==> config.mk <==
export PLATFORM = sky130hd
export DESIGN_NAME = seq_array_divider_approx_flat
export DESIGN_NICKNAME = d
export VERILOG_FILES = /design/src/rtl/seq_array_divider_approx_if.sv /design/src/rtl/seq_array_divider_approx.sv /design/src/flat_wrapper.sv
export SDC_FILE = /design/constraint.sdc
export NUM_CORES = 1
export LEC_CHECK = 0
export CORE_MARGIN = 3
export CORE_UTILIZATION = 40
export CTS_CLUSTER_DIAMETER = 120
export CTS_CLUSTER_SIZE = 14
export DETAILED_ROUTE_END_ITERATION = 6
export MAX_ROUTING_LAYER = met4
export PLACE_DENSITY = 0.68
export SLEW_MARGIN = 20
export SYNTH_ARGS = -nofsm -noshare
export SYNTH_HDL_FRONTEND = slang
export SYNTH_SLANG_ARGS = --single-unit
==> constraint.sdc <==
create_clock -name clk -period 6.18 [get_ports clk]
set_input_delay 1.236 -clock clk [delete_from_list [all_inputs] [get_ports clk]]
set_output_delay 1.236 -clock clk [all_outputs]
set_load 0.005 [all_outputs]
==> src/rtl/seq_array_divider_approx_if.sv <==
// Operand/result handshake bundle for seq_array_divider_approx.
// exact_mode is present only when DIVIDER_RUNTIME_EXACT_EN is defined.
interface seq_array_divider_approx_if #(
  parameter int N = 8
);
  logic           in_valid;
  logic           in_ready;
  logic [2*N-1:0] n;
  logic [N-1:0]   d;
  logic           out_valid;
  logic           out_ready;
  logic [N-1:0]   q;
  logic [N-1:0]   r;
  logic           ovf;
  logic           busy;
`ifdef DIVIDER_RUNTIME_EXACT_EN
  logic           exact_mode;

  modport master (
    output in_valid, n, d, out_ready, exact_mode,
    input  in_ready, out_valid, q, r, ovf, busy
  );
  modport slave (
    input  in_valid, n, d, out_ready, exact_mode,
    output in_ready, out_valid, q, r, ovf, busy
  );
`else
  modport master (
    output in_valid, n, d, out_ready,
    input  in_ready, out_valid, q, r, ovf, busy
  );
  modport slave (
    input  in_valid, n, d, out_ready,
    output in_ready, out_valid, q, r, ovf, busy
  );
`endif
endinterface

==> src/rtl/seq_array_divider_approx.sv <==
// Row-per-cycle restoring array divider with approximate low rows/columns.
// DIVIDER_RUNTIME_EXACT_EN adds a per-operation exact_mode override.
module seq_array_divider_approx #(
  parameter int N           = 8,
  parameter int APPROX_ROWS = 6,
  parameter int APPROX_COLS = 8
) (
  input logic                        clk,
  input logic                        rst_n,
  seq_array_divider_approx_if.slave  bus
);
  localparam int KW = $clog2(N);

  typedef enum logic [1:0] {
    IDLE,
    RUN,
    DONE
  } state_t;

  state_t          state;
  state_t          state_nx;
  logic            top;
  logic [N-1:0]    rem;
  logic [N-1:0]    dvs;
  logic [N-2:0]    dvd;
  logic [N-1:0]    qreg;
  logic [KW-1:0]   k;
  logic            ovf_p;
  logic [N-1:0]    q_o;
  logic [N-1:0]    r_o;
  logic            ovf_o;
  logic            mode;
  logic            accept;
  logic            last;
  logic            apx_row;
  logic            bout;
  logic            qk;
  logic [N-1:0]    diff;
  logic [N-1:0]    nw;
  logic [N-1:0]    q_nx;

  assign accept = bus.in_valid & bus.in_ready;
  assign last   = (k == '0);

  // One subtractor row; approximate cells just toggle the borrow
  always_comb begin
    logic b;
    b       = 1'b0;
    diff    = '0;
    apx_row = !mode && (int'(k) < APPROX_ROWS);
    for (int j = 0; j < N; j++) begin
      diff[j] = rem[j] ^ dvs[j] ^ b;
      if (apx_row && j < APPROX_COLS)
        b = ~b;
      else
        b = (~rem[j] & dvs[j]) |
            (~(rem[j] ^ dvs[j]) & b);
    end
    bout    = b;
    qk      = top | ~bout;
    nw      = qk ? diff : rem;
    q_nx    = qreg;
    q_nx[k] = qk;
  end

  always_ff @(posedge clk or negedge rst_n) begin
    if (!rst_n)
      state <= IDLE;
    else
      state <= state_nx;
  end

  always_comb begin
    state_nx = state;
    unique case (state)
      IDLE:    if (accept) state_nx = RUN;
      RUN:     if (last) state_nx = DONE;
      DONE:    if (bus.out_ready) state_nx = IDLE;
      default: state_nx = IDLE;
    endcase
  end

  always_ff @(posedge clk or negedge rst_n) begin
    if (!rst_n) begin
      top   <= 1'b0;
      rem   <= '0;
      dvs   <= '0;
      dvd   <= '0;
      qreg  <= '0;
      k     <= '0;
      ovf_p <= 1'b0;
      q_o   <= '0;
      r_o   <= '0;
      ovf_o <= 1'b0;
    end else if (accept) begin
      top   <= bus.n[2*N-1];
      rem   <= bus.n[2*N-2:N-1];
      dvs   <= bus.d;
      dvd   <= bus.n[N-2:0];
      qreg  <= '0;
      k     <= KW'(N-1);
      ovf_p <= bus.n[2*N-1:N] >= bus.d;
    end else if (state == RUN) begin
      qreg <= q_nx;
      if (last) begin
        q_o   <= q_nx;
        r_o   <= nw;
        ovf_o <= ovf_p;
      end else begin
        top <= nw[N-1];
        rem <= {nw[N-2:0], dvd[k-KW'(1)]};
        k   <= k - KW'(1);
      end
    end
  end

`ifdef DIVIDER_RUNTIME_EXACT_EN
  always_ff @(posedge clk or negedge rst_n) begin
    if (!rst_n)
      mode <= 1'b0;
    else if (accept)
      mode <= bus.exact_mode;
  end
`else
  assign mode = 1'b0;
`endif

  // in_ready stays low while reset is held
  assign bus.in_ready  = rst_n & (state == IDLE);
  assign bus.out_valid = (state == DONE);
  assign bus.busy      = (state != IDLE);
  assign bus.q         = q_o;
  assign bus.r         = r_o;
  assign bus.ovf       = ovf_o;
endmodule

==> src/flat_wrapper.sv <==
// flat-port wrapper written by rule: the top's interface ports become plain ports
module seq_array_divider_approx_flat 
#(
  parameter int N           = 8,
  parameter int APPROX_ROWS = 6,
  parameter int APPROX_COLS = 8
)
  (clk, rst_n, bus_in_valid, bus_n, bus_d, bus_out_ready, bus_in_ready, bus_out_valid, bus_q, bus_r, bus_ovf, bus_busy);
  seq_array_divider_approx_if #(.N(N)) bus_i ();
  input logic clk;
  input logic rst_n;
  input wire logic [$bits(bus_i.in_valid)-1:0] bus_in_valid;
  input wire logic [$bits(bus_i.n)-1:0] bus_n;
  input wire logic [$bits(bus_i.d)-1:0] bus_d;
  input wire logic [$bits(bus_i.out_ready)-1:0] bus_out_ready;
  output wire logic [$bits(bus_i.in_ready)-1:0] bus_in_ready;
  output wire logic [$bits(bus_i.out_valid)-1:0] bus_out_valid;
  output wire logic [$bits(bus_i.q)-1:0] bus_q;
  output wire logic [$bits(bus_i.r)-1:0] bus_r;
  output wire logic [$bits(bus_i.ovf)-1:0] bus_ovf;
  output wire logic [$bits(bus_i.busy)-1:0] bus_busy;
  assign bus_i.in_valid = bus_in_valid;
  assign bus_i.n = bus_n;
  assign bus_i.d = bus_d;
  assign bus_i.out_ready = bus_out_ready;
  assign bus_in_ready = bus_i.in_ready;
  assign bus_out_valid = bus_i.out_valid;
  assign bus_q = bus_i.q;
  assign bus_r = bus_i.r;
  assign bus_ovf = bus_i.ovf;
  assign bus_busy = bus_i.busy;
  seq_array_divider_approx #(.N(N), .APPROX_ROWS(APPROX_ROWS), .APPROX_COLS(APPROX_COLS)) u_core (.clk(clk), .rst_n(rst_n), .bus(bus_i));
endmodule
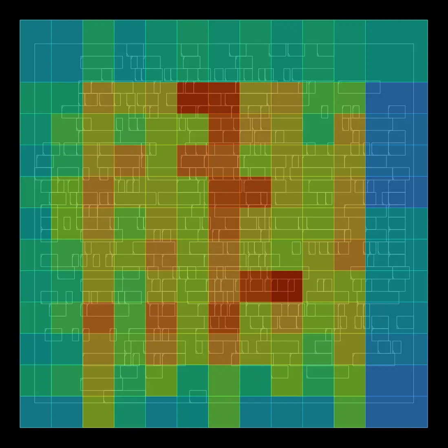
Fig. 1. Track usage over the die.
global routing met1 resource utilization: 24.3%
total global-route track usage: 17.1%
global routing's busiest layer: met1
met2 usage: 24.1%

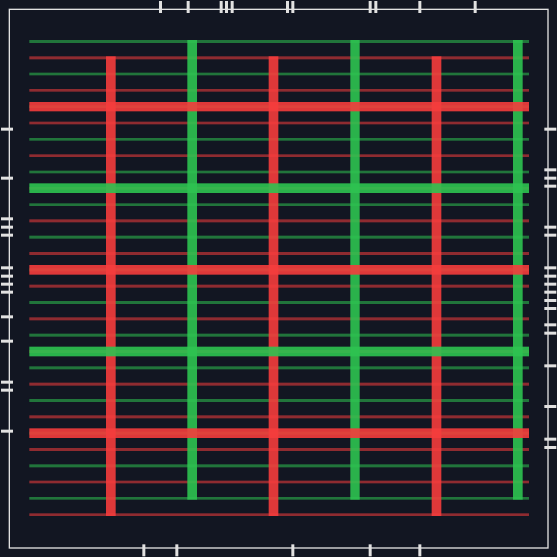
Fig. 2. PDN straps and rails.
Drawn at 6 px/um. Pins as bars on the die edge.
Green stands for VDD. Red stands for VSS.
5 straps on met5. 48 signal pins sit on the boundary. The core has 29 rows. 6 straps on met4. 30 met1 rails follow the rows.

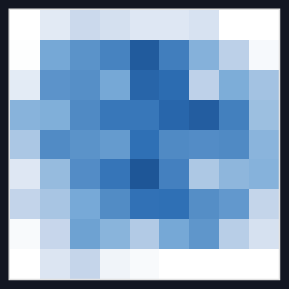
Fig. 3. Placement density heat map.
Drawn at 3 px/um. The die is cut into 9 by 9 equal tiles; white is low, dark blue is high, 0 to 100% covered.
The emptiest ninth of the die: top right. The mean over all tiles is 41%. The fullest tile reaches 85%. The densest ninth of the die: middle. 11% of the tiles are nearly empty.
floorplan utilization: 42.5%
CORE AREA: 6570 um^2
Final Core Density: 52.3%

==> impl_metrics.ini <==
; flow metrics
[place]
place_hpwl_um = 4600
place_congestion = 0.872
placedInstanceArea_um2 = 3340
post-place-ws_ns = 0.744
dp.cells = 420

[synth]
async_flop_share_pct = 100
synth_nets = 336
ys.flop_type = dfrtp_1
synth_chip_area_um2 = 2790

[sta]
grt_setup_unrepaired = no
fin_worst_skew_ns = 0.0142
fin_crit_sh_pct = 88.8

[cts]
hold_buffers = 0
cts_resized = 0
cts_sinks = 55

[finish]
final_area_um2 = 3430
layout_top_cells = nand2_1, dfrtp_1, clkdlybuf4s50_1

[routing]
vias = 2150
wirelength_um = 6220
via_per_inst = 5.02
m1WireLength_um = 3010

[power]
power.share.clock_pct = 12.1
p_sw_share_pct = 41.2
ir_drop_mv = 0.142
p_comb_w = 0.000883

[setup_path]
cp_common_cell = fa_1
endpoint_kind = flip-flop
crit_path_start = u_core.k[1]$_DFFE_PN0P_
slowest_stage = dfrtp_1
crit_path_max_fanout = 14

[global_route]
grt_util_met3_pct = 4.24

[flow_run]
maxCapViolCount = 0

[die]
die_x_um = 89.6

[outcome]
outcome = complete, no violations
## worst min-delay path, cell delays in order, from the launching register on
cell and delay, ns:
dfrtp_1 0.36, nand2_1 0.05, nand2_1 0.04
## area by class of cell
class / instances / area [um^2] / share of cell area [%]
Multi-Input combinational cell: 197 / 1250 / 36.6
Timing Repair Buffer: 52 / 503 / 14.7
Tap cell: 93 / 116 / 3.39
Sequential cell: 55 / 1380 / 40.1
Clock inverter: 3 / 26.3 / 0.766
Clock buffer: 5 / 68.8 / 2.01
Inverter: 23 / 86.3 / 2.52
## logic make-up (layout without fill, tap and decap cells)
family	Yosys count	in the layout	synth area share, %
buf+inv	38	83	5.78
simple gates	103	103	16.0
fa+ha+maj	18	18	9.95
flops	55	55	49.3
xor+xnor	1	1	0.986
mux	8	8	3.05
compound gates	67	67	15.0
